clock_wires.png
The bar under the picture is 50 um long.
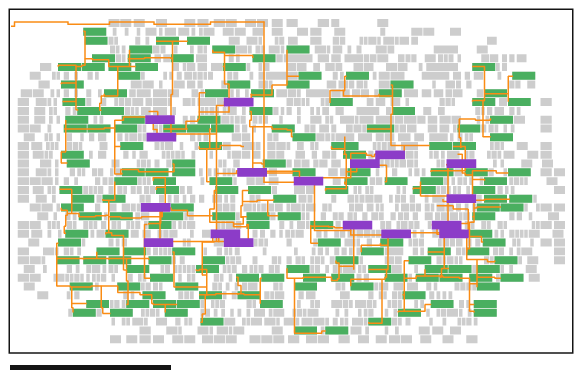
ff_map.png
Other sequential cells in the stronger gray, the rest of the logic in the fainter gray.
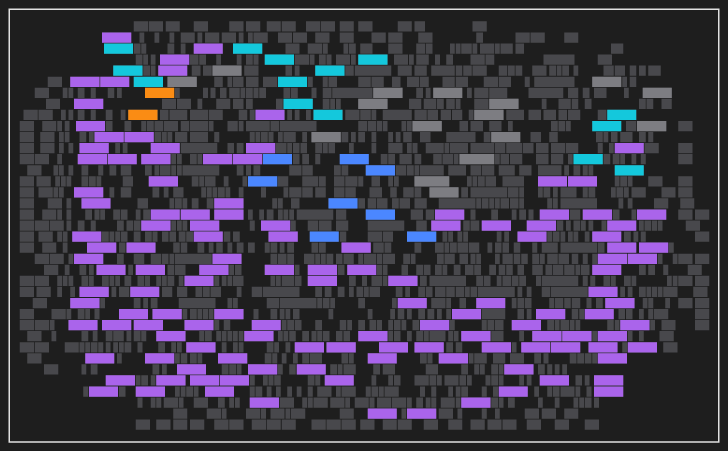
class_map.png
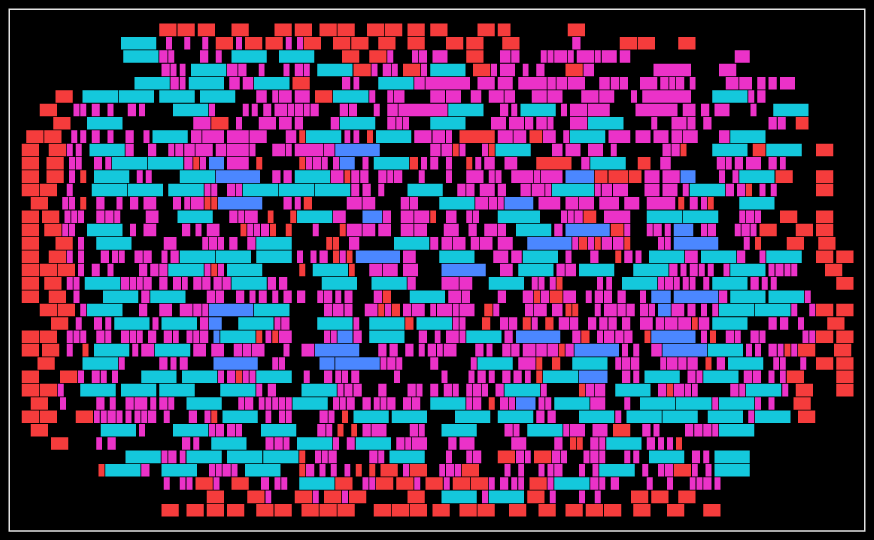
gates.png
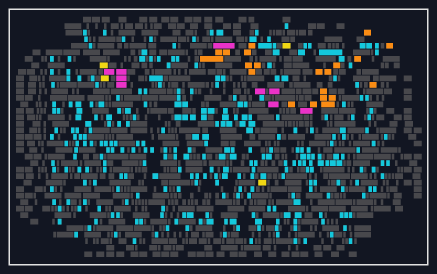
clock_nets.png
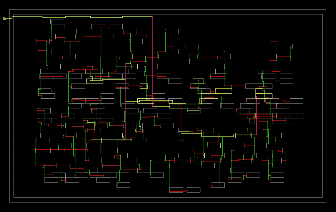
[config.mk]
export PLATFORM = sky130hd
export DESIGN_NAME = frame_former
export DESIGN_NICKNAME = d
export VERILOG_FILES = /design/src/rtl/frame_former.sv
export SDC_FILE = /design/constraint.sdc
export NUM_CORES = 1
export LEC_CHECK = 0
export ABC_AREA = 0
export ABC_CLOCK_PERIOD_IN_PS = 3000
export CORE_ASPECT_RATIO = 0.6
export CORE_MARGIN = 2
export CORE_UTILIZATION = 47
export DETAILED_ROUTE_END_ITERATION = 8
export GPL_TIMING_DRIVEN = 0
export PLACE_DENSITY = 0.77
export SYNTH_ARGS = -nofsm -noshare
export SYNTH_HDL_FRONTEND = slang
export SYNTH_SLANG_ARGS = --single-unit
[constraint.sdc]
create_clock -name ACLK_0 -period 3 [get_ports ACLK_0]
set_input_delay 0.75 -clock ACLK_0 [delete_from_list [all_inputs] [get_ports ACLK_0]]
set_output_delay 0.75 -clock ACLK_0 [all_outputs]
set_load 0.01 [all_outputs]
[src/rtl/frame_former.sv]
// Byte-wide frame builder: fixed 16-byte header followed by Packet_Size
// payload bytes forwarded from the input stream, TLAST on the final byte.
module frame_former #(
  parameter int HDR_BYTES = 16,
  parameter int PS_WIDTH  = 14
) (
  input  logic                ACLK_0,
  input  logic                ARESET_0,
  input  logic [47:0]         Destination_Address_0,
  input  logic [47:0]         Source_Address_0,
  input  logic [15:0]         Link_Type_0,
  input  logic [15:0]         SyncWord_0,
  input  logic [PS_WIDTH-1:0] Packet_Size_0,
  input  logic [7:0]          S_AXIS_0_tdata,
  input  logic                S_AXIS_0_tvalid,
  output logic                S_AXIS_0_tready,
  input  logic                S_AXIS_0_tlast,
  output logic [7:0]          M_AXIS_0_tdata,
  output logic                M_AXIS_0_tvalid,
  input  logic                M_AXIS_0_tready,
  output logic                M_AXIS_0_tlast
);

  localparam int HW = HDR_BYTES * 8;

  typedef enum logic [1:0] {
    IDLE,
    HEADER,
    PAYLOAD
  } state_t;

  state_t              state_q, state_d;
  logic [PS_WIDTH-1:0] cnt_q, cnt_d;
  logic [PS_WIDTH-1:0] ps_q, ps_d;
  logic [HW-1:0]       hdr_q, hdr_d;
  logic [7:0]          tdata_q, tdata_d;
  logic                tvalid_q, tvalid_d;
  logic                tlast_q, tlast_d;

  logic                load_ok;
  logic                s_ready;
  logic [7:0]          hdr_byte;
  logic                hdr_last;
  logic                pay_last;
  logic                unused_tlast;

  // Frame length comes only from Packet_Size; input TLAST is ignored.
  assign unused_tlast = S_AXIS_0_tlast;

  assign load_ok  = !tvalid_q || M_AXIS_0_tready;
  assign hdr_last = (cnt_q[3:0] == 4'(HDR_BYTES - 1));
  assign pay_last = ((cnt_q + 1'b1) == ps_q);

  always_comb begin
    hdr_byte = '0;
    for (int i = 0; i < HDR_BYTES; i++) begin
      if (cnt_q[3:0] == 4'(i)) begin
        hdr_byte = hdr_q[HW-1-8*i -: 8];
      end
    end
  end

  always_comb begin
    state_d  = state_q;
    cnt_d    = cnt_q;
    ps_d     = ps_q;
    hdr_d    = hdr_q;
    tdata_d  = tdata_q;
    tvalid_d = tvalid_q;
    tlast_d  = tlast_q;
    s_ready  = 1'b0;

    if (load_ok) begin
      tvalid_d = 1'b0;
      tlast_d  = 1'b0;
    end

    unique case (state_q)
      IDLE: begin
        // Header byte 0 comes from the live fields so it leaves next cycle.
        if (S_AXIS_0_tvalid && load_ok) begin
          hdr_d    = {Destination_Address_0, Source_Address_0,
                      Link_Type_0, SyncWord_0};
          ps_d     = Packet_Size_0;
          tdata_d  = Destination_Address_0[47:40];
          tvalid_d = 1'b1;
          tlast_d  = 1'b0;
          cnt_d    = {{(PS_WIDTH-1){1'b0}}, 1'b1};
          state_d  = HEADER;
        end
      end
      HEADER: begin
        if (load_ok) begin
          tdata_d  = hdr_byte;
          tvalid_d = 1'b1;
          if (hdr_last) begin
            cnt_d = '0;
            if (ps_q == '0) begin
              tlast_d = 1'b1;
              state_d = IDLE;
            end else begin
              state_d = PAYLOAD;
            end
          end else begin
            cnt_d = cnt_q + 1'b1;
          end
        end
      end
      PAYLOAD: begin
        s_ready = load_ok;
        if (load_ok && S_AXIS_0_tvalid) begin
          tdata_d  = S_AXIS_0_tdata;
          tvalid_d = 1'b1;
          if (pay_last) begin
            tlast_d = 1'b1;
            cnt_d   = '0;
            state_d = IDLE;
          end else begin
            cnt_d = cnt_q + 1'b1;
          end
        end
      end
      default: begin
        state_d = IDLE;
      end
    endcase
  end

  always_ff @(posedge ACLK_0) begin
    if (ARESET_0) begin
      state_q  <= IDLE;
      cnt_q    <= '0;
      ps_q     <= '0;
      hdr_q    <= '0;
      tdata_q  <= '0;
      tvalid_q <= 1'b0;
      tlast_q  <= 1'b0;
    end else begin
      state_q  <= state_d;
      cnt_q    <= cnt_d;
      ps_q     <= ps_d;
      hdr_q    <= hdr_d;
      tdata_q  <= tdata_d;
      tvalid_q <= tvalid_d;
      tlast_q  <= tlast_d;
    end
  end

  assign S_AXIS_0_tready = s_ready;
  assign M_AXIS_0_tdata  = tdata_q;
  assign M_AXIS_0_tvalid = tvalid_q;
  assign M_AXIS_0_tlast  = tlast_q;

endmodule

==> results.txt <==
Implementation run completed; key figures follow.

GRT:
- The number of antenna violations at the first check in global routing was 1.
- Total global-route track usage over all layers is 31.5%.
- The run gives the wire length of the first global-routing pass as ~45000 um.
- The run puts the number of global-route vias before repair at 8169.
- The run gives the busiest layer in global routing as met1.
- The run gives the pin count of the biggest net entering global routing as 19.
- The run gives the global-route track usage on met2 as 42.0%.

Synth:
- The stat command in Yosys gives a chip area of 8160 um2.
- Counting every net in the synthesized netlist gives 1281.
- The run gives the primary flip-flop cell chosen by synthesis mapping as sky130_fd_sc_hd__dfxtp_1.
- The run gives the dominant non-sequential cell family after synthesis as simple AND/OR/NAND/NOR gates.
- The run puts the summed instance area of the synthesized netlist at 8160 um2.
- Summed over all instances, the cell type with the most area after synthesis is sky130_fd_sc_hd__dfxtp_1.
- The run puts the area share of the largest cell type after synthesis at 41.2%.
- The number of different library cells used by synthesis comes to approximately 63.
- The run gives the multiplexer share of the synthesized area as 0.491%.
- The run gives the average cell area after synthesis as 7.30 um2.
- For this run the top cell type by instance count after synthesis was sky130_fd_sc_hd__nand2_1.
- Per the synth stats, the proportion of register bits with asynchronous set or reset is 0%.

Clock network:
- In this run, post-CTS hold repair placed 0 buffers.
- Per the CTS log, the buffer count on the longest clock path is 2.
- The run gives the CTS tree as done.
- The run puts the count of instances resized after the clock tree is built at 14.
- The run gives the number of buffers inserted by post-CTS setup repair as 4.
- The run gives the clock-pin slew of the registers on the worst-case setup and hold paths as roughly 0.07 ns.

Final timing:
- After layout, the worst path uses 97.2% of the clock period.
- The run puts the final number of hold-violating endpoints at 0.
- Counting pins that exceed their max-slew limit in the final report gives 0.
- The run gives the worst hold margin as 0.458 ns.
- The run puts the transition at the pin with the smallest max-transition slack at 0.819 ns.
- The run puts the fmax at around 340 MHz.
- The worst path needs 2.92 ns of the cycle, external delays included.

Critical path:
- The worst setup path is captured at a flop.
- The slowest stage of the critical path belongs to the cell sky130_fd_sc_hd__dfxtp_4.
- The critical path endpoint has a required time of 3.28 ns.
- The run gives the sum of buffers and inverters on the critical path as 4.
- The critical path is of the reg -> reg type.
- The kind of cell with the highest combined delay along the critical path is simple AND/OR/NAND/NOR gates.
- Walking the worst path, the cells encountered are ha_2 > buf_6 > and3_4 > inv_4 > buf_12 > ha_4 > xnor2_4 > nor3_2 > nand4b_4 > a2111oi_4 > nand4_4 > a21oi_4 > buf_12 > nor3_1.
- Per the timing report, the most critical flop-to-flop path finishes at cnt_q[7].
- The worst setup path is launched from a flop.
- Per the OpenROAD timing report, the critical path contains 14 cells.
- The launch point of the critical path was reported as cnt_q[0].
- The run gives the critical path's largest stage delay as 0.36 ns.

Layout:
- The run gives the number of flip-flops under the largest register name as 128.
- The largest registers in the layout are hdr_q (128), cnt_q (14), ps_q (14).
- The run puts the number of buffers other than clock buffers in the final layout at 256.
- Per the area breakdown, the dominant cell category is logic gates.
- The run gives the number of antenna repair diodes as 0.
- The final layout contains around 1500 nets.
- The run puts the tally of filler cells in the layout at 1502.
- In the final layout, the share of cells above drive strength 1 is just over 6%.
- In the layout the commonest cells are 349 x sky130_fd_sc_hd__nand2_1, 192 x sky130_fd_sc_hd__a21oi_1, 166 x sky130_fd_sc_hd__dfxtp_1, 164 x sky130_fd_sc_hd__clkdlybuf4s50_1, 66 x sky130_fd_sc_hd__clkbuf_1.
- The layout report lists the clock-cell share of area as 5.37%.
- The run puts the area growth from synthesis to layout at 32.8%.
- The run gives the logic area as between 4000 and 5000 um2.
- The final design was reported to hold multi-input combinational gates totalling approximately 850.
- The run gives the fraction of cell area in non-clock buffers as 19.2%.

Placed design:
- Setup slack on the worst path after placement came out at -0.544 ns.
- The run gives the placed wire-length estimate after detailed placement as 22700 um.
- The run gives the instance area at placement as approximately 10000 um2.
- Once placement completed, the tool counted placed cells totaling 1515.

Die:
- The run gives the die span in x as 174 um.
- The run gives the floorplan core density as 47.8%.
- The run puts the number of tap cells inserted at 234.
- The run puts the height of the die at 106 um.
- The run gives the top-level I/O count as 166.

Power and ir drop:
- The run gives the switching portion of total power as 38.4%.
- The run gives the largest power group as sequential cells.
- The run gives the relative contribution of combinational cells to total power as approximately 34%.
- The run gives the proportion of power drawn by flip-flops and latches as a little under two fifths.
- Total power for the finished layout comes to 0.00768 W.
- The run puts the total combinational power at 0.00264 W.
- The run puts the leakage component of the power at between 3 and 4 nW.
- The run puts the internal power at 0.00473 W.
- The run puts the net load switching power at slightly below 0.003 W.

Worst hold path:
- The most critical min-delay path falls under reg -> reg.
- The run gives the number of cells traversed by the worst hold path as 2.
- The run gives the worst hold path endpoint as hdr_q[82].

Drt:
- The run gives the number of nets with antenna violations after routing as 0.
- The run puts the initial detailed-routing violation count at 1136.
- The run gives the total detailed-routing wirelength as 29600 um.
- The run gives the met3 routed wirelength as 4090 um.
- The detailed router put a total of 13500 um of wire on met1.
- The run gives the first-pass iteration count of the detailed router as 6.
- The run gives the wire length on met2 as 11400 um.

Run status:
- The run finished with clean final reports.

Run:
- The logs give a warning total of 33.
## Picture notes: clock_wires.png
[green] flip-flops | count: 168
[purple] clock-net drivers | count: 17
[orange] clock wires | length: 1950 um
flops lie: all over the die
P_clk: 0.00216 W
clock group share of total power: 28.1%
Skew-Pair Late Insertion Delay: 0.43 ns
final worst clock skew: 0.0142 ns

## Picture notes: ff_map.png
| color | name in the netlist | sequential cells |
|---|---|---|
| purple | hdr_q | 128 |
| blue | M_AXIS_0_tdata | 8 |
| cyan | ps_q | 14 |
| orange | state_q | 2 |
not colored: 16
final core utilization: 63.4%
sequential share of cell area: 31.1%
power of the sequential group: 0.00288 W
combined flip-flop and latch cell area: 3370 um2

## Picture notes: class_map.png
| color | class | cells | share of their area |
|---|---|---|---|
| blue | clock drivers and dummy loads | 32 | 5.5% |
| magenta | remaining logic cells | 861 | 43% |
| red | remaining buffers and delay cells | 256 | 20% |
| cyan | registers | 168 | 32% |
area inside the core boundary: 17100 um2
post-layout instance area: 10800 um2
# rows: 37

## Picture notes: gates.png
| color | family | cells |
|---|---|---|
| magenta | fa/ha/maj cells | 9 |
| orange | xor and xnor cells | 21 |
| yellow | mux cells | 4 |
| cyan | aoi and oai cells | 300 |
most instantiated logic cell after routing: sky130_fd_sc_hd__nand2_1
Cell Count, Final, Fillers Out: 1551
logic gate fraction of the total cell area: 41.1%

## Picture notes: clock_nets.png
total CTS buffers: 17
CTS sink cnt: 168
count of flip-flops and latches: 168
number of clock buffer instances in the layout: 18

Power is estimated from default activity; no workload was simulated.
